**config.mk**
```make
export PLATFORM = sky130hd
export DESIGN_NAME = seg_scan_capture
export DESIGN_NICKNAME = d
export VERILOG_FILES = /design/src/rtl/seg_scan_pkg.sv /design/src/rtl/seg7_decode.sv /design/src/rtl/seg_scan_capture.sv
export SDC_FILE = /design/constraint.sdc
export NUM_CORES = 1
export LEC_CHECK = 0
export ABC_AREA = 1
export CORE_ASPECT_RATIO = 1.4
export CORE_MARGIN = 4
export CORE_UTILIZATION = 25
export CTS_CLUSTER_SIZE = 12
export DETAILED_ROUTE_END_ITERATION = 6
export GPL_TIMING_DRIVEN = 1
export PLACE_DENSITY = 0.39
export SYNTH_ARGS = -nofsm -noshare
export SYNTH_HDL_FRONTEND = slang
export SYNTH_SLANG_ARGS = --single-unit
```
**constraint.sdc**
```tcl
create_clock -name Clock -period 3.6 [get_ports Clock]
set_input_delay 0.36 -clock Clock [delete_from_list [all_inputs] [get_ports Clock]]
set_output_delay 0.36 -clock Clock [all_outputs]
set_load 0.03 [all_outputs]
```
**src/rtl/seg_scan_pkg.sv**
```systemverilog
// rtl/seg_scan_pkg.sv - segment glyphs, FSM encoding and defaults for the seven-segment scan monitor
package seg_scan_pkg;

   localparam int DEFAULT_NUM_DIGITS = 6;

   // Active-low glyphs with the decimal point bit held at 1 (dp off)
   localparam logic [7:0] SEG_0     = 8'hC0;
   localparam logic [7:0] SEG_1     = 8'hF9;
   localparam logic [7:0] SEG_2     = 8'hA4;
   localparam logic [7:0] SEG_3     = 8'hB0;
   localparam logic [7:0] SEG_4     = 8'h99;
   localparam logic [7:0] SEG_5     = 8'h92;
   localparam logic [7:0] SEG_6     = 8'h82;
   localparam logic [7:0] SEG_7     = 8'hF8;
   localparam logic [7:0] SEG_8     = 8'h80;
   localparam logic [7:0] SEG_9     = 8'h90;
   localparam logic [7:0] SEG_A     = 8'h88;
   localparam logic [7:0] SEG_B     = 8'h83;
   localparam logic [7:0] SEG_C     = 8'hC6;
   localparam logic [7:0] SEG_D     = 8'hA1;
   localparam logic [7:0] SEG_E     = 8'h86;
   localparam logic [7:0] SEG_F     = 8'h8E;
   localparam logic [7:0] SEG_7_ALT = 8'hD8;
   localparam logic [7:0] SEG_9_ALT = 8'h98;

   // Capture FSM encoding
   localparam logic [1:0] ST_WAIT   = 2'd0;
   localparam logic [1:0] ST_SETTLE = 2'd1;
   localparam logic [1:0] ST_HELD   = 2'd2;

endpackage

```
**src/rtl/seg7_decode.sv**
```systemverilog
// rtl/seg7_decode.sv - combinational active-low seven-segment to hex nibble decoder
module seg7_decode
   import seg_scan_pkg::*;
(
   input  logic [6:0] seg,
   output logic [3:0] nibble,
   output logic       valid
);

   // Match the pattern with the dp bit forced off against the glyph table
   always_comb begin
      nibble = 4'h0;
      valid  = 1'b1;
      case ({1'b1, seg})
         SEG_0:            nibble = 4'h0;
         SEG_1:            nibble = 4'h1;
         SEG_2:            nibble = 4'h2;
         SEG_3:            nibble = 4'h3;
         SEG_4:            nibble = 4'h4;
         SEG_5:            nibble = 4'h5;
         SEG_6:            nibble = 4'h6;
         SEG_7, SEG_7_ALT: nibble = 4'h7;
         SEG_8:            nibble = 4'h8;
         SEG_9, SEG_9_ALT: nibble = 4'h9;
         SEG_A:            nibble = 4'hA;
         SEG_B:            nibble = 4'hB;
         SEG_C:            nibble = 4'hC;
         SEG_D:            nibble = 4'hD;
         SEG_E:            nibble = 4'hE;
         SEG_F:            nibble = 4'hF;
         default:          valid  = 1'b0;
      endcase
   end

endmodule

```
**src/rtl/seg_scan_capture.sv**
```systemverilog
// rtl/seg_scan_capture.sv - rebuilds hex digits and dps from a multiplexed 7-seg drive; SCAN_TIMEOUT_EN adds frame_stale
module seg_scan_capture
   import seg_scan_pkg::*;
#(
   parameter int NUM_DIGITS     = DEFAULT_NUM_DIGITS,
   parameter int SETTLE_CYCLES  = 4,
   parameter int TIMEOUT_CYCLES = 4096
)(
   input  logic                    Clock,
   input  logic                    Reset,
   input  logic [7:0]              DISP_Seg,
   input  logic [NUM_DIGITS-1:0]   AN,
   output logic [4*NUM_DIGITS-1:0] digits,
   output logic [NUM_DIGITS-1:0]   dps,
   output logic                    frame_valid,
   output logic                    frame_changed,
   output logic                    seg_err,
   output logic                    an_err,
   output logic                    frame_stale
);

   localparam bit PARAMS_OK = (SETTLE_CYCLES >= 1) && (SETTLE_CYCLES <= 255) &&
                              (TIMEOUT_CYCLES >= 1) && (NUM_DIGITS >= 1);
   localparam logic [7:0] SETTLE_LAST = 8'(SETTLE_CYCLES - 1);

   if (!PARAMS_OK) begin : g_bad_params
      $error("seg_scan_capture: parameter out of range");
   end

   logic [NUM_DIGITS-1:0]   prev_an;
   logic [7:0]              prev_seg;
   logic [1:0]              state;
   logic [7:0]              settle_cnt;
   logic [4*NUM_DIGITS-1:0] shadow, shadow_nxt;
   logic [NUM_DIGITS-1:0]   dps_shadow, dps_nxt;
   logic [NUM_DIGITS-1:0]   seen, seen_base, seen_nxt;
   logic [NUM_DIGITS-1:0]   an_low;
   logic                    change, sample, an_one_hot, complete, stale;
   logic [3:0]              dec_nibble;
   logic                    dec_valid;

   seg7_decode u_decode (
      .seg    (DISP_Seg[6:0]),
      .nibble (dec_nibble),
      .valid  (dec_valid)
   );

   assign an_low     = ~AN;
   assign an_one_hot = (an_low != '0) && ((an_low & (an_low - 1'b1)) == '0);
   assign change     = (AN != prev_an) || (DISP_Seg != prev_seg);
   assign sample     = (state == ST_SETTLE) && !change && (settle_cnt == SETTLE_LAST);

`ifdef SCAN_TIMEOUT_EN
   localparam int IDLE_W = $clog2(TIMEOUT_CYCLES + 1);
   localparam logic [IDLE_W-1:0] IDLE_MAX = IDLE_W'(TIMEOUT_CYCLES);

   logic [IDLE_W-1:0] idle_cnt;

   // Idle counter: restarts on every sample, saturates at the timeout
   always_ff @(posedge Clock) begin
      if (Reset)
         idle_cnt <= '0;
      else if (sample)
         idle_cnt <= '0;
      else if (idle_cnt != IDLE_MAX)
         idle_cnt <= idle_cnt + 1'b1;
   end

   assign stale       = (idle_cnt == IDLE_MAX);
   assign frame_stale = stale;
`else
   assign stale       = 1'b0;
   assign frame_stale = 1'b0;
`endif

   // A stall drops partially collected digits so a frame never spans it
   assign seen_base = stale ? '0 : seen;

   // Merge the digit being sampled into the shadow frame
   always_comb begin
      shadow_nxt = shadow;
      dps_nxt    = dps_shadow;
      seen_nxt   = seen_base;
      if (sample && an_one_hot) begin
         for (int i = 0; i < NUM_DIGITS; i++) begin
            if (an_low[i]) begin
               shadow_nxt[4*i +: 4] = dec_valid ? dec_nibble : 4'h0;
               dps_nxt[i]           = ~DISP_Seg[7];
               seen_nxt[i]          = 1'b1;
            end
         end
      end
   end

   assign complete = sample && an_one_hot && (&seen_nxt);

   // Input history and settle FSM; history resets to a blank display
   always_ff @(posedge Clock) begin
      if (Reset) begin
         prev_an    <= '1;
         prev_seg   <= 8'hFF;
         state      <= ST_WAIT;
         settle_cnt <= 8'd0;
      end else begin
         prev_an  <= AN;
         prev_seg <= DISP_Seg;
         case (state)
            ST_WAIT: begin
               if (change) begin
                  state      <= ST_SETTLE;
                  settle_cnt <= 8'd0;
               end
            end
            ST_SETTLE: begin
               if (change)
                  settle_cnt <= 8'd0;
               else if (settle_cnt == SETTLE_LAST)
                  state <= ST_HELD;
               else
                  settle_cnt <= settle_cnt + 8'd1;
            end
            ST_HELD: begin
               if (change) begin
                  state      <= ST_SETTLE;
                  settle_cnt <= 8'd0;
               end
            end
            default: begin
               state      <= ST_WAIT;
               settle_cnt <= 8'd0;
            end
         endcase
      end
   end

   // Shadow frame, published frame, pulses and sticky error flags
   always_ff @(posedge Clock) begin
      if (Reset) begin
         shadow        <= '0;
         dps_shadow    <= '0;
         seen          <= '0;
         digits        <= '0;
         dps           <= '0;
         frame_valid   <= 1'b0;
         frame_changed <= 1'b0;
         seg_err       <= 1'b0;
         an_err        <= 1'b0;
      end else begin
         shadow        <= shadow_nxt;
         dps_shadow    <= dps_nxt;
         frame_valid   <= complete;
         frame_changed <= complete && ({shadow_nxt, dps_nxt} != {digits, dps});
         if (complete) begin
            digits <= shadow_nxt;
            dps    <= dps_nxt;
            seen   <= '0;
         end else begin
            seen   <= seen_nxt;
         end
         if (sample && !an_one_hot)
            an_err <= 1'b1;
         if (sample && an_one_hot && !dec_valid)
            seg_err <= 1'b1;
      end
   end

endmodule

```
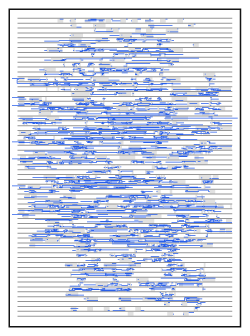
*Met1 routing*
Supply wires on this layer in gray. Cells faint in the background.
wire length on this layer = 7,210 um
share of all routed wire = 45%
main direction = horizontal

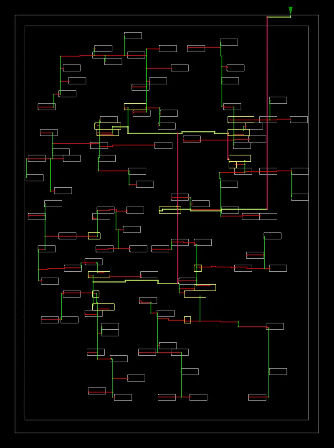
*Clock wiring as the flow saved it*
number of clock buffer instances in the layout: 10
total clock buffers created by CTS: 9
total clock sinks: 94
worst clock skew: 0.0128 ns

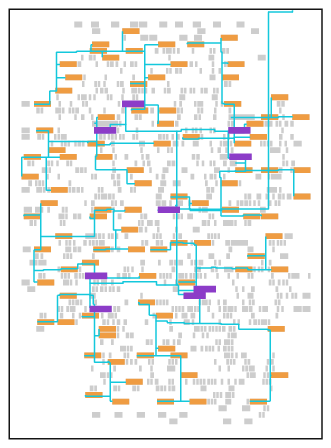
*Clock wires, drivers and flops*
flip-flops -> orange  # count 94
clock wires -> cyan  # length 1,490 um
clock-net drivers -> purple  # count 9
routed clock nets = 10

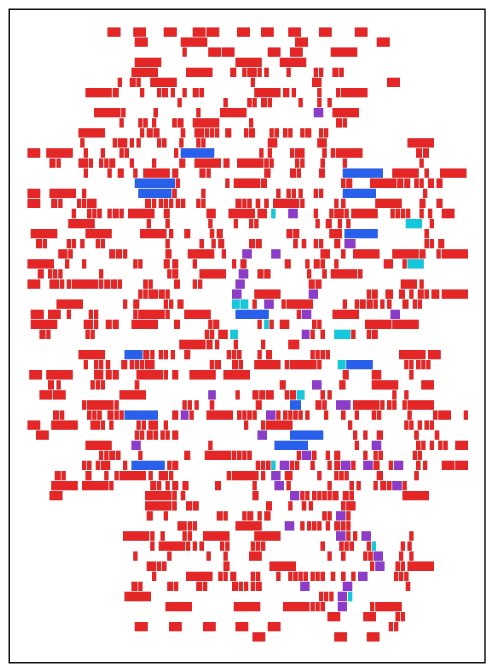
*Cells by drive strength*
x2 -> cyan  # cells 13, share 1.5%
x6 and larger -> blue  # cells 14, share 1.6%
x3 and x4 -> purple  # cells 41, share 4.6%
x1 and smaller -> red  # cells 824, share 92%

[per-stage QoR]
stage | cells | cell area, um2 | power, mW | util, %
floorplan | 823 | 5040 | 1.19 | -
global placement | 1128 | 5950 | 1.27 | 30.0
detailed placement | 1128 | 5950 | 1.27 | 30.0
CTS | 1144 | 6280 | 2.36 | 31.7
global route | 1144 | 6280 | 2.43 | 31.7
finish | 1144 | 6280 | 2.32 | 31.7
[cell usage after synthesis, types with 2 or more instances]
cell type  count
nor2_2         2
buf_4          6
nand3_1       66
nand2_1      326
nand3b_1      27
nor2_1        97
o21ai_0       20
o21ai_1       32
nand4_1        2
inv_4          3
buf_2         16
inv_2          5
inv_1         81
a21oi_1       16
buf_6          2
nor4_2         2
nor3_1         7
clkbuf_1       7
dfxtp_1       94
[per-layer routing]
metal,vias up,track usage [%]
li1,2693,-
met1,2207,17.8
met2,64,26.2
met3,11,2.33
met4,0,4.34
met5,-,0
[power by group]
part	internal [mW]	switching, mW
Combinational	0.0693	0.123
Clock	0.632	0.441
Sequential	1.05	0.00445
Total	1.75	0.568
[flip-flops by register name, summed over array words and instances, names as in the netlist]
register and cells:
state 2, prev_an 6, frame_changed 1, an_err 1, frame_valid 1, digits 24, shadow 24, seg_err 1
dps 6, settle_cnt 8, prev_seg 8, seen 6, dps_shadow 6
[path summary, 6_finish.rpt]
kind / start / slack (ns) / endpoint / cells past startpoint
worst max-delay path: AN[0] / 0.59 / frame_changed$_SDFF_PP0_ / 19
worst min-delay path: seen[0]$_SDFF_PP0_ / 0.46 / seen[0]$_SDFF_PP0_ / 2
worst max register to register: settle_cnt[0]$_SDFFE_PP0P_ / 1.09 / frame_changed$_SDFF_PP0_ / 17
worst min register to register: seen[0]$_SDFF_PP0_ / 0.46 / seen[0]$_SDFF_PP0_ / 2
[logic make-up after synthesis]
logic type | Yosys count
XOR/XNOR | 1
AND/OR/NAND/NOR | 533
flip-flops | 94
adder cells (fa/ha/maj) | 1
AND-OR/OR-AND | 72
other | 1
buffers and inverters | 121
[critical path, cell delays in order]
cell and delay, ns:
clkdlybuf4s50_1 0.79, inv_4 0.14, nand2_1 0.09, nand2_1 0.05, nor2_1 0.17, nand3_1 0.15
nor2_4 0.18, nand4_2 0.16, buf_4 0.26, nand2_1 0.09, nand2_1 0.08, nand2_1 0.06
nand2_1 0.05, nor2_1 0.12, nand2_1 0.14, nor2_1 0.13, nand2_1 0.08, nor2_1 0.09
nor2_1 0.04
[layout make-up]
class | count | area [um2]
clock buffer | 10 | 239
inverter | 90 | 345
clock inverter | 6 | 92.6
sequential | 94 | 1880
multi-input combinational | 608 | 2640
timing repair buffer | 84 | 766
fill | 2265 | 13600
tap | 252 | 315
==> flow_summary.rst <==
Implementation results
======================

.. list-table::
   :header-rows: 1

   * - Metric
     - Value
   * - Top Layout Cells
     - 326 x nand2_1, 95 x nor2_1, 94 x dfxtp_1
   * - First-pass iteration count of the detailed router
     - 4
   * - Number of buffers inserted by port buffering
     - 49
   * - Drt total wl
     - 15,900 um
   * - Crit Path Max Fanout
     - 13
   * - Main kind of combinational logic by area
     - simple AND/OR/NAND/NOR gates
   * - Count of boundary I/O pins
     - between 50 and 60
   * - Proportion of layout cells with a drive suffix above 1
     - 7.62%
   * - Startpoint-to-endpoint class of the critical path
     - primary input to flip-flop
   * - Global-route wire length before repair
     - 26,000 um
   * - Setup TNS
     - 0 ns
   * - Cell area after synthesis
     - 5040 um2
   * - Synthesized-area fraction occupied by ao, oa, aoi and oai cells
     - about 7.3%
   * - Leakage power
     - 2.94 nW
   * - # rows
     - approximately 61
   * - Aggregate global routing overflow
     - 0
   * - DRT met1 WL
     - 7210 um
   * - Share of flip-flops with an asynchronous set or reset after synthesis
     - 0%
   * - Die extent in y
     - 176 um
   * - Routed vias/inst
     - 4.35
   * - Amount of wire on met2 after detailed routing
     - 8060 um
   * - Violation tally from detailed-route iteration zero
     - 206
   * - Synthesized instance count
     - 823
   * - EDFF count, synth
     - 0
   * - Fin crit share
     - a little over four fifths
   * - Gr usage total
     - 14.6%
   * - Pwr/cell area
     - 369 nW/um2
   * - Antenna Violating Nets Remaining
     - 0
   * - Via Count
     - 4,975
   * - FP Core Util
     - 25.4%
   * - Hold crit path type
     - flip-flop to flip-flop
   * - Top cells by area, synth
     - dfxtp_1 37%, nand2_1 24%, nor2_1 7.2%
   * - Sequential element share of the synthesized area
     - 37.4%
   * - Source-to-sink clock delay at the later pin of the worst-skew pair
     - 0.35 ns
   * - Final setup violation count
     - 0
   * - Vias in the first global route
     - 4,987
   * - Gp weighted congestion
     - roughly 0.85
   * - Most common reg cell
     - dfxtp_1
   * - Clock-pin slew reported for the worst setup and hold paths after clock tree synthesis
     - ~0.080 ns
   * - Master cell of the clock root buffer
     - clkbuf_16
   * - Critical path startpoint category
     - primary input
   * - Top Metal Used
     - met4
   * - Width of the die
     - 128 um
   * - # nets final
     - between 900 and 1,000
   * - Fin. max-slew vios
     - 0
   * - Clock tree from TritonCTS
     - done
   * - RSZ-0062 raised after global routing
     - false
   * - Depth of the CTS H-tree
     - 3
   * - DRC
     - 0
   * - Area fraction in mux cells
     - 0%
   * - Hold Violations, Final
     - 0
   * - Dominant cell area share
     - 37.4%
   * - IR Drop Worst-Case VDD
     - around 0.27 mV
   * - Max Cap Violations
     - 0
   * - CORE AREA
     - 19,800 um2
   * - Status
     - finished, final reports clean
   * - Yosys cell count
     - 823
   * - Syn Area/Cell
     - 6.12 um2
   * - Post-Synth XOR/XNOR Area
     - 0.174%
   * - Number of antenna violations at the first check in global routing
     - 0
   * - Simple-gate area share of the yosys netlist
     - 44.5%
   * - Routed length on met3
     - 407 um
Power is estimated from default activity; no workload was simulated.
